### src/rtl/conv_pkg.sv
// Shared pixel/window types and default geometry for the 1-D convolver
// front end (conv_window_gen) and the convolution datapath.
package conv_pkg;

    localparam int unsigned CONV_D   = 640;
    localparam int unsigned CONV_K   = 3;
    localparam int unsigned CONV_PAD = 1;

    typedef logic signed [7:0] pixel_t;

    // Element 0 is the oldest pixel in the window.
    typedef pixel_t [CONV_K-1:0] window_t;

    typedef enum logic [1:0] {
        LEAD,
        RUN,
        TRAIL
    } state_t;

endpackage

### src/rtl/conv_win_shreg.sv
// K-entry pixel shift register: a push drops entry 0 and inserts din at K-1.
// q_push previews the contents as they will be after pushing din this cycle.
module conv_win_shreg
    import conv_pkg::*;
#(
    parameter int unsigned K = CONV_K
) (
    input  logic           clk,
    input  logic           clr,
    input  logic           push,
    input  pixel_t         din,
    output pixel_t [K-1:0] q_push
);

    pixel_t [K-1:0] sr_q;
    pixel_t [K-1:0] sr_d;
    pixel_t [K-1:0] shifted;

    always_comb begin
        shifted = sr_q;
        for (int unsigned i = 0; i + 1 < K; i++) begin
            shifted[i] = sr_q[i + 1];
        end
        shifted[K-1] = din;

        sr_d = sr_q;
        if (clr) begin
            sr_d = '0;
        end else if (push) begin
            sr_d = shifted;
        end
    end

    always_ff @(posedge clk) begin
        sr_q <= sr_d;
    end

    assign q_push = shifted;

endmodule

### src/rtl/conv_window_gen.sv
// Streaming window generator: pads each D-pixel line with PAD pixels at both
// ends and emits K-wide windows. Define CONV_WIN_REPLICATE_EN for edge-replicate padding.
module conv_window_gen
    import conv_pkg::*;
#(
    parameter int unsigned D   = CONV_D,
    parameter int unsigned K   = CONV_K,
    parameter int unsigned PAD = CONV_PAD
) (
    input  logic           clk,
    input  logic           rst,
    input  logic           s_valid,
    output logic           s_ready,
    input  pixel_t         s_data,
    input  logic           s_last,
    output logic           m_valid,
    input  logic           m_ready,
    output pixel_t [K-1:0] m_window,
    output logic           m_last,
    output logic           err_len
);

    localparam int unsigned PW = $clog2(D + 1);
    localparam int unsigned FW = $clog2(K + 1);

    localparam logic [PW-1:0] D_LAST   = PW'(D - 1);
    localparam logic [FW-1:0] K_FULL   = FW'(K);
    localparam logic [FW-1:0] K_PRE    = FW'(K - 1);
    localparam logic [FW-1:0] PAD_LAST = FW'((PAD == 0) ? 0 : PAD - 1);

    state_t         state_q, state_d;
    logic [FW-1:0]  fill_q, fill_d;
    logic [PW-1:0]  pix_q, pix_d;
    logic [FW-1:0]  pad_q, pad_d;
    logic           err_q, err_d;
    logic           m_valid_q, m_valid_d;
    pixel_t [K-1:0] m_window_q, m_window_d;
    logic           m_last_q, m_last_d;
`ifdef CONV_WIN_REPLICATE_EN
    pixel_t         last_pix_q, last_pix_d;
`endif

    logic           pe;
    logic           push;
    pixel_t         push_data;
    logic           line_end;
    logic           line_clr;
    pixel_t [K-1:0] sr_push;

    conv_win_shreg #(
        .K(K)
    ) u_shreg (
        .clk    (clk),
        .clr    (rst),
        .push   (push),
        .din    (push_data),
        .q_push (sr_push)
    );

    always_comb begin
        state_d    = state_q;
        fill_d     = fill_q;
        pix_d      = pix_q;
        pad_d      = pad_q;
        err_d      = err_q;
        m_valid_d  = m_valid_q;
        m_window_d = m_window_q;
        m_last_d   = m_last_q;
`ifdef CONV_WIN_REPLICATE_EN
        last_pix_d = last_pix_q;
`endif
        push      = 1'b0;
        push_data = '0;
        line_end  = 1'b0;
        line_clr  = 1'b0;
        s_ready   = 1'b0;
        pe        = !m_valid_q || m_ready;

        unique case (state_q)
            LEAD: begin
                if (PAD == 0) begin
                    state_d = RUN;
                end else begin
`ifdef CONV_WIN_REPLICATE_EN
                    // First pixel is only previewed here; RUN consumes it.
                    push      = pe && s_valid;
                    push_data = s_data;
`else
                    push      = pe;
`endif
                    if (push) begin
                        if (pad_q == PAD_LAST) begin
                            pad_d   = '0;
                            state_d = RUN;
                        end else begin
                            pad_d = pad_q + 1'b1;
                        end
                    end
                end
            end

            RUN: begin
                s_ready = pe;
                if (s_valid && pe) begin
                    push      = 1'b1;
                    push_data = s_data;
                    pix_d     = pix_q + 1'b1;
`ifdef CONV_WIN_REPLICATE_EN
                    last_pix_d = s_data;
`endif
                    if (s_last || (pix_q == D_LAST)) begin
                        state_d = TRAIL;
                        if (s_last != (pix_q == D_LAST)) begin
                            err_d = 1'b1;
                        end
                        if (PAD == 0) begin
                            line_end = 1'b1;
                        end
                    end
                end
            end

            TRAIL: begin
                if (PAD == 0) begin
                    state_d  = LEAD;
                    line_clr = 1'b1;
                end else begin
                    push = pe;
`ifdef CONV_WIN_REPLICATE_EN
                    push_data = last_pix_q;
`endif
                    if (push) begin
                        if (pad_q == PAD_LAST) begin
                            pad_d    = '0;
                            state_d  = LEAD;
                            line_end = 1'b1;
                            line_clr = 1'b1;
                        end else begin
                            pad_d = pad_q + 1'b1;
                        end
                    end
                end
            end

            default: begin
                state_d = LEAD;
            end
        endcase

        if (push && (fill_q != K_FULL)) begin
            fill_d = fill_q + 1'b1;
        end
        // Restarting the fill count keeps old-line pixels out of the next line's windows.
        if (line_clr) begin
            fill_d = '0;
            pix_d  = '0;
        end

        if (m_ready) begin
            m_valid_d = 1'b0;
        end
        if (push && (fill_q >= K_PRE)) begin
            m_valid_d  = 1'b1;
            m_window_d = sr_push;
            m_last_d   = line_end;
        end
    end

    always_ff @(posedge clk) begin
        if (rst) begin
            state_q    <= LEAD;
            fill_q     <= '0;
            pix_q      <= '0;
            pad_q      <= '0;
            err_q      <= 1'b0;
            m_valid_q  <= 1'b0;
            m_window_q <= '0;
            m_last_q   <= 1'b0;
`ifdef CONV_WIN_REPLICATE_EN
            last_pix_q <= '0;
`endif
        end else begin
            state_q    <= state_d;
            fill_q     <= fill_d;
            pix_q      <= pix_d;
            pad_q      <= pad_d;
            err_q      <= err_d;
            m_valid_q  <= m_valid_d;
            m_window_q <= m_window_d;
            m_last_q   <= m_last_d;
`ifdef CONV_WIN_REPLICATE_EN
            last_pix_q <= last_pix_d;
`endif
        end
    end

    assign m_valid  = m_valid_q;
    assign m_window = m_window_q;
    assign m_last   = m_last_q;
    assign err_len  = err_q;

endmodule

### config.mk
export PLATFORM = sky130hd
export DESIGN_NAME = conv_window_gen
export DESIGN_NICKNAME = d
export VERILOG_FILES = /design/src/rtl/conv_pkg.sv /design/src/rtl/conv_win_shreg.sv /design/src/rtl/conv_window_gen.sv
export SDC_FILE = /design/constraint.sdc
export NUM_CORES = 1
export LEC_CHECK = 0
export ABC_CLOCK_PERIOD_IN_PS = 4520
export CAP_MARGIN = 20
export CORE_AREA = 2 2 109 80
export CTS_CLUSTER_DIAMETER = 150
export DETAILED_ROUTE_END_ITERATION = 8
export DIE_AREA = 0 0 111 82
export GPL_TIMING_DRIVEN = 1
export SETUP_SLACK_MARGIN = 0.02
export SYNTH_ARGS = -nofsm -noshare
export SYNTH_HDL_FRONTEND = slang
export SYNTH_SLANG_ARGS = --single-unit
### constraint.sdc
create_clock -name clk -period 4.52 [get_ports clk]
set_clock_uncertainty 0.1 [all_clocks]
set_input_delay 1.13 -clock clk [delete_from_list [all_inputs] [get_ports clk]]
set_output_delay 1.13 -clock clk [all_outputs]
set_load 0.02 [all_outputs]
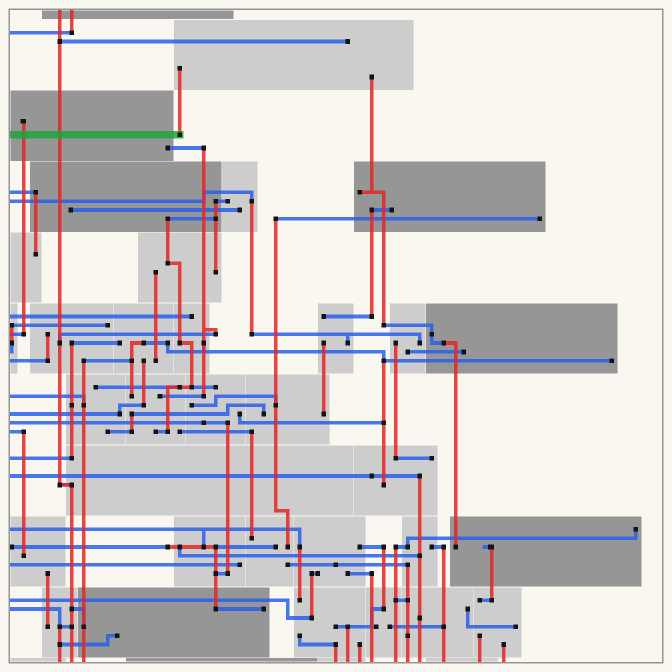
Figure 1: zoomed window.
Region (71, 8) to (96, 33) µm. Cells in grey, sequential cells in the stronger grey; small squares are vias.
| colour | layer |
|---|---|
| red | M2 |
| green | M3 |
| blue | M1 |
cells with their middle in the window: 30
sequential cells in the window: 6
netlist names of flops here include: pix_q (6)
most frequent: dfxtp_1 (6), nor2_1 (4)

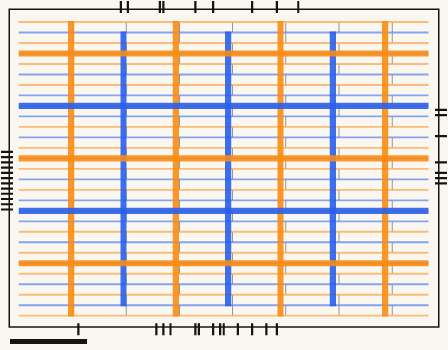
Figure 2: floorplan with the power grid.
The bar under the picture is 20 µm long. Pins as bars on the die edge. Tap cells in grey.
| colour | net |
|---|---|
| blue | VDD |
| orange | VSS |
met1 rails: 29
signal pins: 41
rows: 28
met4 straps: 7
peak ir drop on the vdd network: 0.174 mV
height of the die: 82 µm

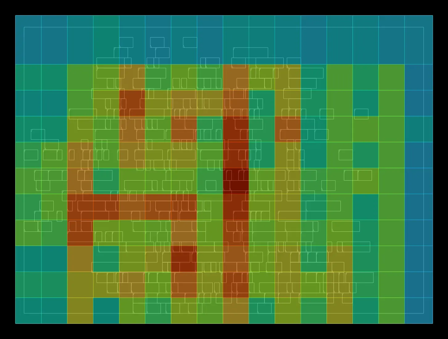
Figure 3: track usage over the die.
met2 track utilization from global routing: 20.5%
detail-routed net length per standard cell: 13.2 µm
routing layer with the top usage in global route: met2
total routing usage reported by global routing: 13.2%
met1 Resource Use GR: 17.2%

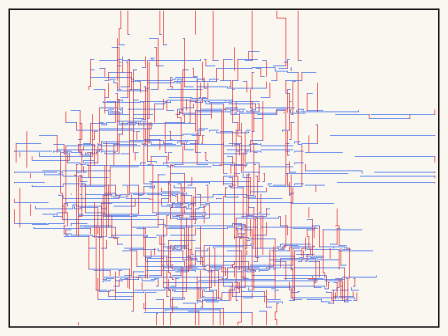
Figure 4: wiring by layer.
Two of the layers only.
| colour | layer | wire length |
|---|---|---|
| blue | M1 | 3040 µm |
| red | M2 | 2340 µm |
count of vias placed by the detailed router: 1978
Routed WL: 5.65 mm

path summary, 6_finish.rpt:
path | start | endpoint | cells after the start
setup reg to reg | pix_q[0] | state_q[0] | 6
setup / recovery | m_ready | s_ready | 4
hold / removal | m_window[10] | m_window[10] | 2
hold reg to reg | m_window[10] | m_window[10] | 2
where the power goes:
| group | internal, W | switching, W |
|---|---|---|
| clock network | 0.000423 | 0.000234 |
| logic | 0.000107 | 0.000202 |
| registers | 0.000555 | 0.0000299 |
| total | 0.00108 | 0.000466 |
cell families (layout without fill, tap and decap cells):
family	Yosys count	in the layout
compound gates	62	62
xor+xnor	8	8
fa+ha+maj	6	6
buf+inv	24	68
flops	59	59
simple gates	120	120
layer usage:
layer	share of wire, %	up-vias
li1	-	1022
met1	54	908
met2	41	42
met3	3.5	6
met4	1.2	0
met5	0	-
==> design notes <==
The number of antenna cells inserted is 0, and the minimum setup slack in the final design is 801 ps. The number of flip-flops in the largest register came out at 24. The run finished with clean final reports.

The via count of the first global-routing pass was 1963. Buffers outside the clock tree occupy 13.7% of the routed design's cell area. Summed over all nets, the half-perimeter wirelength after detailed placement is 4.02 mm. Summing the areas of all and, or, nand and nor instances in the mapped netlist gives 24.5% of the synthesized area.

For this run, the register share of the synthesized area comes to 50.1%. STA reports a reg2reg setup slack of 2520 ps. For this run, global-route usage on met3 was measured as 5.02%.

For this run, the share of the core covered by cells in the final layout is 38.7%. The worst-case headroom to the max-slew limit was 51.7%; the number of register bits inferred by synthesis was 59. The total of endpoints with negative setup slack in the final report was 0; the clock network area share was 9.30%. The run gives 59 as the clock net sink count.

Buffers added to address setup during post-CTS repair amount to 0. Summed over all failing endpoints, the final setup total negative slack is 0 ps. The top cell types in the final layout, fill and taps aside, are sky130_fd_sc_hd__nand2_1 (71), sky130_fd_sc_hd__dfxtp_1 (59), sky130_fd_sc_hd__a21oi_1 (43). The number of nets in the synthesized netlist is 298. The area taken by multi-input combinational cells is reported as 1070 µm².

After clock tree synthesis, the flow added hold-fix buffers numbering 0. Yosys reported that registers with async set or reset make up 0%. The count of cells in the finished layout, fillers not included, comes to 428.

The clock period could shrink to 3720 ps. The run gives 3140 µm² as the final cell area excluding filler cells. Before any placement, the netlist area is recorded as 2360 µm². The type recorded for the worst min-delay path is flop to flop. The final hold violation count recorded for this run is 0. The number of filler instances in the final layout came out at 809. The count of non-CTS buffers in the layout was 44; the minimum hold slack was 354 ps.

The worst setup path is of the input port to primary output kind. The design has 59 sequential cells. Row generation in the floorplan step produced 28 rows.

The total area inside the core boundary comes to 8090 µm². In this run the full chip footprint comes out at 9100 µm². The dominant kind of combinational cell was simple AND/OR/NAND/NOR gates. The area growth from synthesis to final layout works out to 32.9%. The run gives 9.35 mm for the first-pass GRT wire length.

The fraction of post-synthesis cell area in the top cell type by area was 50.1%. The logic share of the area was 34.0%; the total cells reported by yosys after synthesis was 279. The cell that appears most often on the critical path is sky130_fd_sc_hd__clkdlybuf4s50_1.

Net count reported at finish: 338. Detailed-route iteration 0 reported a violation count of 98.
Power is estimated from default activity; no workload was simulated.
